**Register map, names as in the netlist**

Drawn at 4 px/um. Other sequential cells in the stronger grey, the rest of the logic in the fainter grey.
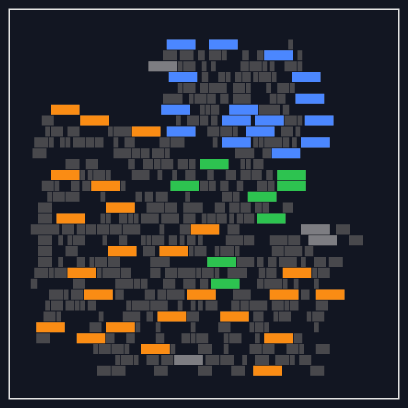
**Routing congestion map**

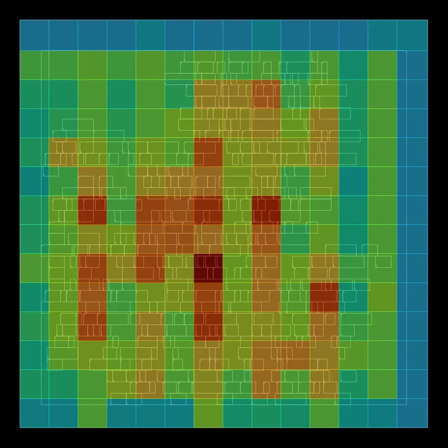
**Signal wires on met2**

Drawn at 3 px/um.
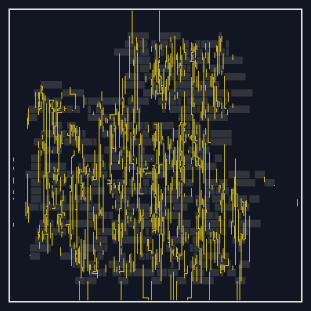
--- config.mk ---
export PLATFORM = sky130hd
export DESIGN_NAME = rgb_pwm_driver
export DESIGN_NICKNAME = d
export VERILOG_FILES = /design/src/rtl/rgb_pwm_driver.sv
export SDC_FILE = /design/constraint.sdc
export NUM_CORES = 1
export LEC_CHECK = 0
export ABC_AREA = 0
export CORE_MARGIN = 5
export CORE_UTILIZATION = 40
export DETAILED_ROUTE_END_ITERATION = 16
export GPL_ROUTABILITY_DRIVEN = 0
export PLACE_DENSITY = 0.67
export SYNTH_ARGS = -nofsm -noshare
export SYNTH_HDL_FRONTEND = slang
export SYNTH_SLANG_ARGS = --single-unit
--- constraint.sdc ---
create_clock -name clk -period 2.4 [get_ports clk]
set_input_delay 0.36 -clock clk [delete_from_list [all_inputs] [get_ports clk]]
set_output_delay 0.36 -clock clk [all_outputs]
set_load 0.03 [all_outputs]
--- src/rtl/rgb_pwm_driver.sv ---
// Three-channel PWM driver for an RGB LED. The colour word is shadowed at
// frame boundaries so a colour change never truncates or glitches a frame.
module rgb_pwm_driver #(
  parameter int unsigned PRESCALE = 4
) (
  input  logic        clk,
  input  logic        rst,
  input  logic [23:0] light,
  input  logic        enable,
  output logic        pwm_r,
  output logic        pwm_g,
  output logic        pwm_b,
  output logic        frame_start
);

  localparam int unsigned PRE_W   = 16;
  localparam int unsigned CNT_W   = 8;
  localparam int unsigned COLOR_W = 24;

  localparam logic [PRE_W-1:0] PRE_LAST = PRE_W'(PRESCALE - 1);
  localparam logic [CNT_W-1:0] CNT_LAST = '1;

  logic [PRE_W-1:0]   pre_cnt, pre_cnt_nxt;
  logic [CNT_W-1:0]   pwm_cnt, pwm_cnt_nxt;
  logic [COLOR_W-1:0] shadow, shadow_nxt;
  logic               pwm_r_nxt, pwm_g_nxt, pwm_b_nxt, frame_start_nxt;
  logic               tick_c, wrap_c;

  // Next-state: disabled holds counters at zero and tracks light into shadow.
  always_comb begin
    pre_cnt_nxt     = '0;
    pwm_cnt_nxt     = '0;
    shadow_nxt      = light;
    pwm_r_nxt       = 1'b0;
    pwm_g_nxt       = 1'b0;
    pwm_b_nxt       = 1'b0;
    frame_start_nxt = 1'b0;
    tick_c          = (pre_cnt == PRE_LAST);
    wrap_c          = tick_c && (pwm_cnt == CNT_LAST);

    if (enable) begin
      pre_cnt_nxt     = tick_c ? '0 : pre_cnt + PRE_W'(1);
      pwm_cnt_nxt     = tick_c ? pwm_cnt + CNT_W'(1) : pwm_cnt;
      shadow_nxt      = wrap_c ? light : shadow;
      frame_start_nxt = wrap_c;
      pwm_r_nxt       = (pwm_cnt < shadow[23:16]);
      pwm_g_nxt       = (pwm_cnt < shadow[15:8]);
      pwm_b_nxt       = (pwm_cnt < shadow[7:0]);
    end
  end

  always_ff @(posedge clk) begin
    if (!rst) begin
      pre_cnt     <= '0;
      pwm_cnt     <= '0;
      shadow      <= '0;
      pwm_r       <= 1'b0;
      pwm_g       <= 1'b0;
      pwm_b       <= 1'b0;
      frame_start <= 1'b0;
    end else begin
      pre_cnt     <= pre_cnt_nxt;
      pwm_cnt     <= pwm_cnt_nxt;
      shadow      <= shadow_nxt;
      pwm_r       <= pwm_r_nxt;
      pwm_g       <= pwm_g_nxt;
      pwm_b       <= pwm_b_nxt;
      frame_start <= frame_start_nxt;
    end
  end

endmodule

==> out/results.txt <==
Outcome - finished, final reports clean
Final WS setup - 0.412 ns
First-pass GRT wire length - 11900 um
Fin. max-slew vios - 0
Hold Path Origin - pre_cnt[0]
CP Depth - 6
Fill count - 707
CP startpoint kind - flip-flop
Flip-flops - 52
Cts hold-fix bufs - 0
Post-Syn Area per Cell - 8.25 um^2
CTS buffer count - 5
Hold EP - pre_cnt[0]
Remaining antenna violation count - 0
Final clock-cell share - 0.0265
Layout Cells excl Fill - 486
Clock network power - 525 uW
Largest net degree at the start of global routing - 52
Die width - 97.0 um
CTS clk-pin slew, worst paths - 0.10 ns
Biggest register - shadow
Core box area - 7330 um^2
Worst path arrival time - 2.18 ns
Latency at later pin - 0.31 ns
FF-to-FF End - pre_cnt[11]
Nonclk buf count - 38
Synth area leader - dfxtp_1
Post-CTS Setup Inserts - 0
Maximum clock frequency - 503 MHz
GRT overflow - 0
CP cell instances - ha_1, nor4b_2, nand4_2, buf_4, nand3_2, nor2_1
Routed wl met2 - 3130 um
Seq/Total Area, Yosys - 0.344
Worst path bufs/invs - 1
Number of enable flip-flop cells - 0
Top cell category - logic gates
DRT met1 WL - 3320 um
P_int - 1.24 mW
Reg2Reg Depth - 6
Area occupied by multi-input gates - 1770 um^2
CTS H-tree lvls - 2
Mux frac, synth - 0.00331
OpenROAD warnings - 26
Non-clock buffering overhead - 0.105
Die H - 97.0 um
Setup crit end kind - flip-flop
Most frequent cells in the layout - nand2_1, dfxtp_1, inv_1, clkdlybuf4s50_1
Basic Gates by Area - 0.230
Family with the most delay on the worst path - simple AND/OR/NAND/NOR gates
Post-Place Cell Area - 3400 um^2
Critical-path top delay cell - dfxtp_1
CTS resizes - 0
RSZ-0062 raised after global routing - false
Synth Flop Type - dfxtp_1
Total Neg Setup Slack - 0 ns
Cell count after placement - 478
Drt pass-1 iters - 6
Rel. slew slack - 0.439
Hold_ws - 0.474 ns
Syn Nets - 417
IO buf count - 30
# setup viols final - 0
Power per cell area - 485 nW/um^2
Sw frac - 0.271
Regs by FF count - shadow: 24 flops, pre_cnt: 16 flops, pwm_cnt: 8 flops
Worst r2r src - pre_cnt[0]
DRC - 0
Final Instance Area - 3500 um^2
Synth warn - 0
Top cells, area - dfxtp_1, ha_1, a32oi_1
Flops out of synthesis - 52
Initial DRC Count - 226
Logic power comb - 245 uW
Main logic family - simple AND/OR/NAND/NOR gates
Worst-case clock skew - 0.00702 ns
About 'register map, names as in the netlist':
- blue: pre_cnt (sequential cells 16)
- green: pwm_cnt (sequential cells 8; where centre)
- orange: shadow (sequential cells 24)
- not coloured: 4
Reg area: 1040 um^2
final core occ: 0.477
sequential power: 927 uW
flop share of the area: 0.297

About 'routing congestion map':
GR peak layer: met2
grt met3 use: 0.0281
GR Layer Usage met2: 0.241
global-route usage over all layers: 0.149
wire per inst: 13.9 um

About 'signal wires on met2':
- share of all routed wire: 46%
- wire length on this layer: 3130 um
detailed-route wire length: 6770 um
DR vias: 2730

Power figures rest on the tool's default switching activity, not on a simulated workload.
